**config.mk**
```make
export PLATFORM = sky130hd
export DESIGN_NAME = reaction_timer
export DESIGN_NICKNAME = d
export VERILOG_FILES = /design/src/rtl/reaction_timer_pkg.sv /design/src/rtl/reaction_timer_ms_tick.sv /design/src/rtl/reaction_timer.sv
export SDC_FILE = /design/constraint.sdc
export NUM_CORES = 1
export LEC_CHECK = 0
export CORE_MARGIN = 2
export CORE_UTILIZATION = 62
export DETAILED_ROUTE_END_ITERATION = 12
export PLACE_DENSITY = 0.86
export SLEW_MARGIN = 20
export SYNTH_ARGS = -nofsm -noshare
export SYNTH_HDL_FRONTEND = slang
export SYNTH_SLANG_ARGS = --single-unit
```
**constraint.sdc**
```tcl
create_clock -name clk -period 9.15 [get_ports clk]
set_input_delay 2.2875 -clock clk [delete_from_list [all_inputs] [get_ports clk]]
set_output_delay 2.2875 -clock clk [all_outputs]
set_load 0.03 [all_outputs]
```
**src/rtl/reaction_timer_pkg.sv**
```systemverilog
// Shared definitions for the reaction timer: top-level machine codes,
// internal timer states and the millisecond datapath width.
package reaction_timer_pkg;
   localparam int MS_W = 14;

   localparam logic [2:0] ST_IDLE  = 3'd0;
   localparam logic [2:0] ST_WAIT  = 3'd1;
   localparam logic [2:0] ST_REACT = 3'd2;
   localparam logic [2:0] ST_SHOW  = 3'd3;

   typedef enum logic [1:0] {
      S_IDLE  = 2'd0,
      S_DELAY = 2'd1,
      S_GO    = 2'd2,
      S_DONE  = 2'd3
   } timer_state_t;
endpackage

```
**src/rtl/reaction_timer_ms_tick.sv**
```systemverilog
// Millisecond prescaler: counts 0..DIV-1 and flags the terminal count.
// A synchronous clear restarts the count so the next tick is a full period away.
module ms_tick #(
   parameter int DIV = 100_000
) (
   input  logic clk,
   input  logic rstn,
   input  logic clr,
   output logic tick
);
   localparam int CW = (DIV > 1) ? $clog2(DIV) : 1;
   localparam logic [CW-1:0] LAST = CW'(DIV - 1);

   logic [CW-1:0] cnt;

   always_ff @(posedge clk) begin
      if (!rstn || clr) begin
         cnt <= '0;
      end else if (cnt == LAST) begin
         cnt <= '0;
      end else begin
         cnt <= cnt + 1'b1;
      end
   end

   assign tick = (cnt == LAST);
endmodule

```
**src/rtl/reaction_timer.sv**
```systemverilog
// Random-delay / reaction measurement engine: waits the requested number of
// milliseconds, lights led_go, then times the player's key press.
module reaction_timer
   import reaction_timer_pkg::*;
#(
   parameter int CLK_FREQ_HZ  = 100_000_000,
   parameter int MAX_REACT_MS = 9999
) (
   input  logic            clk,
   input  logic            rstn,
   input  logic [2:0]      machine_state,
   input  logic [MS_W-1:0] rand_num,
   input  logic            key_press,
   output logic            led_go,
   output logic            delay_done,
   output logic [MS_W-1:0] react_ms,
   output logic            result_valid,
   output logic            false_start,
   output logic            timeout,
   output logic [1:0]      fsm_state
);
   localparam logic [MS_W-1:0] MAX_MS = MS_W'(MAX_REACT_MS);

   timer_state_t    state;
   logic [2:0]      prev_state;
   logic [MS_W-1:0] ms_cnt;
   logic [MS_W-1:0] target;
   logic            tgt_load;
   logic            tick;
   logic            presc_clr;
   logic            in_wait;
   logic            start;
   logic [MS_W-1:0] ms_next;
   logic [MS_W-1:0] cur_target;
   logic            expire_delay;
   logic            expire_go;

   assign in_wait    = (machine_state == ST_WAIT);
   assign start      = in_wait && (prev_state != ST_WAIT);
   assign ms_next    = ms_cnt + 1'b1;
   // rand_num becomes valid in the first S_DELAY cycle; use it directly then.
   assign cur_target = tgt_load ? rand_num : target;
   assign expire_delay = tick && (ms_next >= cur_target);
   assign expire_go    = tick && (ms_next >= MAX_MS);
   assign fsm_state    = state;

   always_comb begin
      presc_clr = 1'b0;
      if (state == S_IDLE && start) begin
         presc_clr = 1'b1;
      end else if (state == S_DELAY && !key_press && expire_delay) begin
         presc_clr = 1'b1;
      end
   end

   ms_tick #(.DIV(CLK_FREQ_HZ / 1000)) u_tick (
      .clk  (clk),
      .rstn (rstn),
      .clr  (presc_clr),
      .tick (tick)
   );

   always_ff @(posedge clk) begin
      if (!rstn) begin
         state        <= S_IDLE;
         prev_state   <= 3'd0;
         ms_cnt       <= '0;
         target       <= '0;
         tgt_load     <= 1'b0;
         led_go       <= 1'b0;
         delay_done   <= 1'b0;
         react_ms     <= '0;
         result_valid <= 1'b0;
         false_start  <= 1'b0;
         timeout      <= 1'b0;
      end else begin
         prev_state <= machine_state;
         delay_done <= 1'b0;
         case (state)
            S_IDLE: begin
               if (start) begin
                  state        <= S_DELAY;
                  ms_cnt       <= '0;
                  tgt_load     <= 1'b1;
                  result_valid <= 1'b0;
                  false_start  <= 1'b0;
                  timeout      <= 1'b0;
                  react_ms     <= '0;
               end
            end
            S_DELAY: begin
               tgt_load <= 1'b0;
               if (tgt_load) begin
                  target <= rand_num;
               end
               // Key beats expiry, expiry beats abort.
               if (key_press) begin
                  false_start  <= 1'b1;
                  result_valid <= 1'b1;
                  react_ms     <= '0;
                  state        <= S_DONE;
               end else if (expire_delay) begin
                  delay_done <= 1'b1;
                  led_go     <= 1'b1;
                  ms_cnt     <= '0;
                  state      <= S_GO;
               end else if (!in_wait) begin
                  state <= S_IDLE;
               end else if (tick) begin
                  ms_cnt <= ms_next;
               end
            end
            S_GO: begin
               if (key_press) begin
                  react_ms     <= ms_cnt;
                  result_valid <= 1'b1;
                  led_go       <= 1'b0;
                  state        <= S_DONE;
               end else if (expire_go) begin
                  timeout      <= 1'b1;
                  react_ms     <= MAX_MS;
                  result_valid <= 1'b1;
                  led_go       <= 1'b0;
                  state        <= S_DONE;
               end else if (tick) begin
                  ms_cnt <= (ms_cnt < MAX_MS) ? ms_next : MAX_MS;
               end
            end
            S_DONE: begin
               state <= S_IDLE;
            end
            default: begin
               state <= S_IDLE;
            end
         endcase
      end
   end
endmodule
```
==> out/results.tsv <==
stage	metric	value	unit
critical_path	Max stage delay cell, worst path	sky130_fd_sc_hd__o211ai_1	
detailed_routing	number of vias per cell after detailed routing	6.36	
final_timing	final setup skew	0.00800	ns
status	violated checks	design-rule violations	
critical_path	maximum fanout along the worst path	11	
pwr	total internal power	437	µW
clocking	count of clock tree sinks	70	
clocking	Max Root-Sink Buffers	2	
clocking	cells resized by post-CTS repair	0	
detailed_routing	DRC violations left	1	
floorplan	height of the chip	85.8	µm
final_timing	fraction of the cycle the final worst path needs	57.0	%
placed_design	DPL Wire Length	6880	µm
yosys	library cell with the highest instance count after synthesis	sky130_fd_sc_hd__dfxtp_1	
critical_path	r2r setup slk	4.40	ns
yosys	total standard cell area after synthesis	4150	µm²
final_timing	count of final setup violators	0	
critical_path	launching element type of the critical path	primary input	
floorplan	Die Width	85.8	µm
pwr	leakage power figure	0.00176	µW
critical_path	terminus of the critical flop-to-flop path	ms_cnt[6]$_SDFFE_PN0P_	
layout	Fill cells	477	
placed_design	global placer's final weighted congestion	0.928	
layout	clock network contribution to total cell area	3.72	%
yosys	number of storage elements in the synthesis netlist	70	
layout	buffer count excluding the clock tree in the final layout	42	
critical_path	data arrival at the endpoint of the critical path	5.49	ns
yosys	yosys warns	0	
clocking	TritonCTS clock tree	built	
worst_hold_path	hold-critical path depth	1	
pwr	switching component of the power	174	µW
layout	max reg flops	17	
final_timing	min cycle time layout	5.21	ns
yosys	fraction of registers with async set/reset	0	%
yosys	synthesized netlist cell count	495	
critical_path	capturing instance or port of the critical path	ms_cnt[6]$_SDFFE_PN0P_	
floorplan	chip area	7360	µm²
layout	share of final-layout standard cells stronger than drive strength 1	6.76	%
yosys	xor and xnor area share after synthesis	5.88	%
critical_path	Critical Setup Path Class	in -> reg	
pwr	areal power density over the cells	131	nW/µm²
status	status	finished, violations left	
layout	number of sequential cells in the layout	70	
clocking	number of post-CTS setup repair buffers	0	
layout	largest class	multi-input combinational cells	
pwr	Clk. pwr	228	µW
pwr	part of the total power dissipated in sequential elements	51.5	%
yosys	sequential share of the synthesized area	33.8	%
layout	top library cells by usage in the layout, fill and taps aside	70 x sky130_fd_sc_hd__dfxtp_1, 49 x sky130_fd_sc_hd__nand2_1, 49 x sky130_fd_sc_hd__nor2_1, 40 x sky130_fd_sc_hd__clkdlybuf4s50_1, 30 x sky130_fd_sc_hd__nand3_1	
yosys	Post-Synth AOI/OAI Area	17.9	%
yosys	portion of netlist area occupied by mux cells	7.63	%
layout	register ranked first by flip-flop count	u_tick.cnt	
critical_path	total buffers and inverters traversed by the critical path	1	
yosys	top post-synthesis cells by count	70 x sky130_fd_sc_hd__dfxtp_1, 49 x sky130_fd_sc_hd__nand2_1, 49 x sky130_fd_sc_hd__nor2_1, 30 x sky130_fd_sc_hd__nand3_1, 29 x sky130_fd_sc_hd__mux2i_1	
pwr	peak supply drop	0.120	mV
critical_path	cell family with most CP delay	AND-OR/OR-AND gates	
layout	layout overhead on the synthesized area	12.6	%
grt	first-pass GRT wire length	16400	µm
clocking	Num CTS Buffers	9	
layout	sequential cell area	1400	µm²
critical_path	count of cell instances traversed by the critical path	10	
yosys	yosys cell count	495	
critical_path	worst setup path startpoint	rand_num[5]	
yosys	dominant register cell in the synthesized netlist	sky130_fd_sc_hd__dfxtp_1	
[stage by stage]
step	std cells	util (%)	instance area, µm²
final	595	72.8	4670
after global routing	595	72.8	4670
after CTS	595	72.8	4670
after detailed placement	579	70.1	4500
after global placement	579	70.0	4500
after floorplan	495	-	4150
[cells by family after synthesis]
group           after synthesis
xor+xnor                     27
mux                          31
simple gates                192
buf+inv                      47
compound gates              108
fa+ha+maj                    20
flops                        70
[layer usage]
metal	share of wire (%)	vias up	track usage [%]
met1	43	1741	36.5
met3	7.4	33	5.87
met4	2.8	0	12.0
met2	47	188	43.6
met5	0	-	0
li1	-	1825	-
**Met1 routing**

Scale: 4 px per µm.
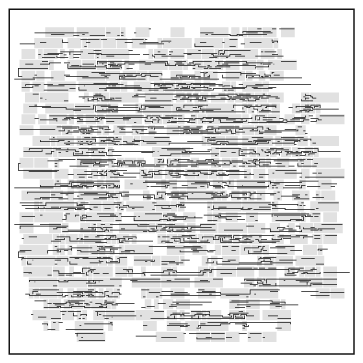
- share of all routed wire: 43%
- nets with wire on the layer: 510
- longest straight run: 31.3 µm
- wire length on this layer: 4,220 µm
- main direction: horizontal
sum of routed wire length over all layers: 9810 µm
via total after detailed routing: 3,787
global-route track usage on met1: 36.5%

**The metal 2 layer**

Scale: 6 px per µm.
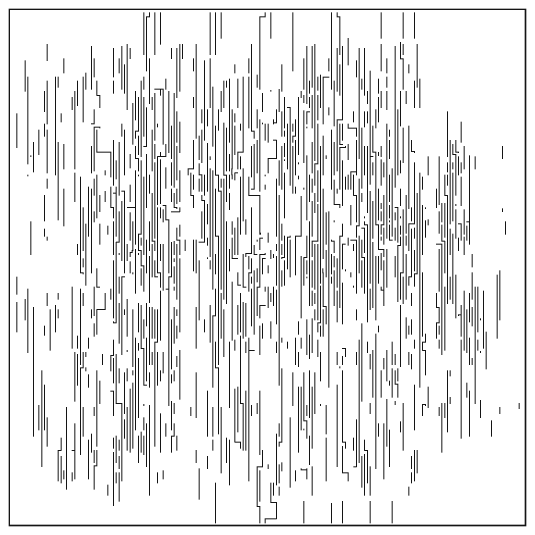
- share of all routed wire: 47%
- wire length on this layer: 4,590 µm
met2 global-route usage: 43.6%

Power and IR drop assume default switching activity.
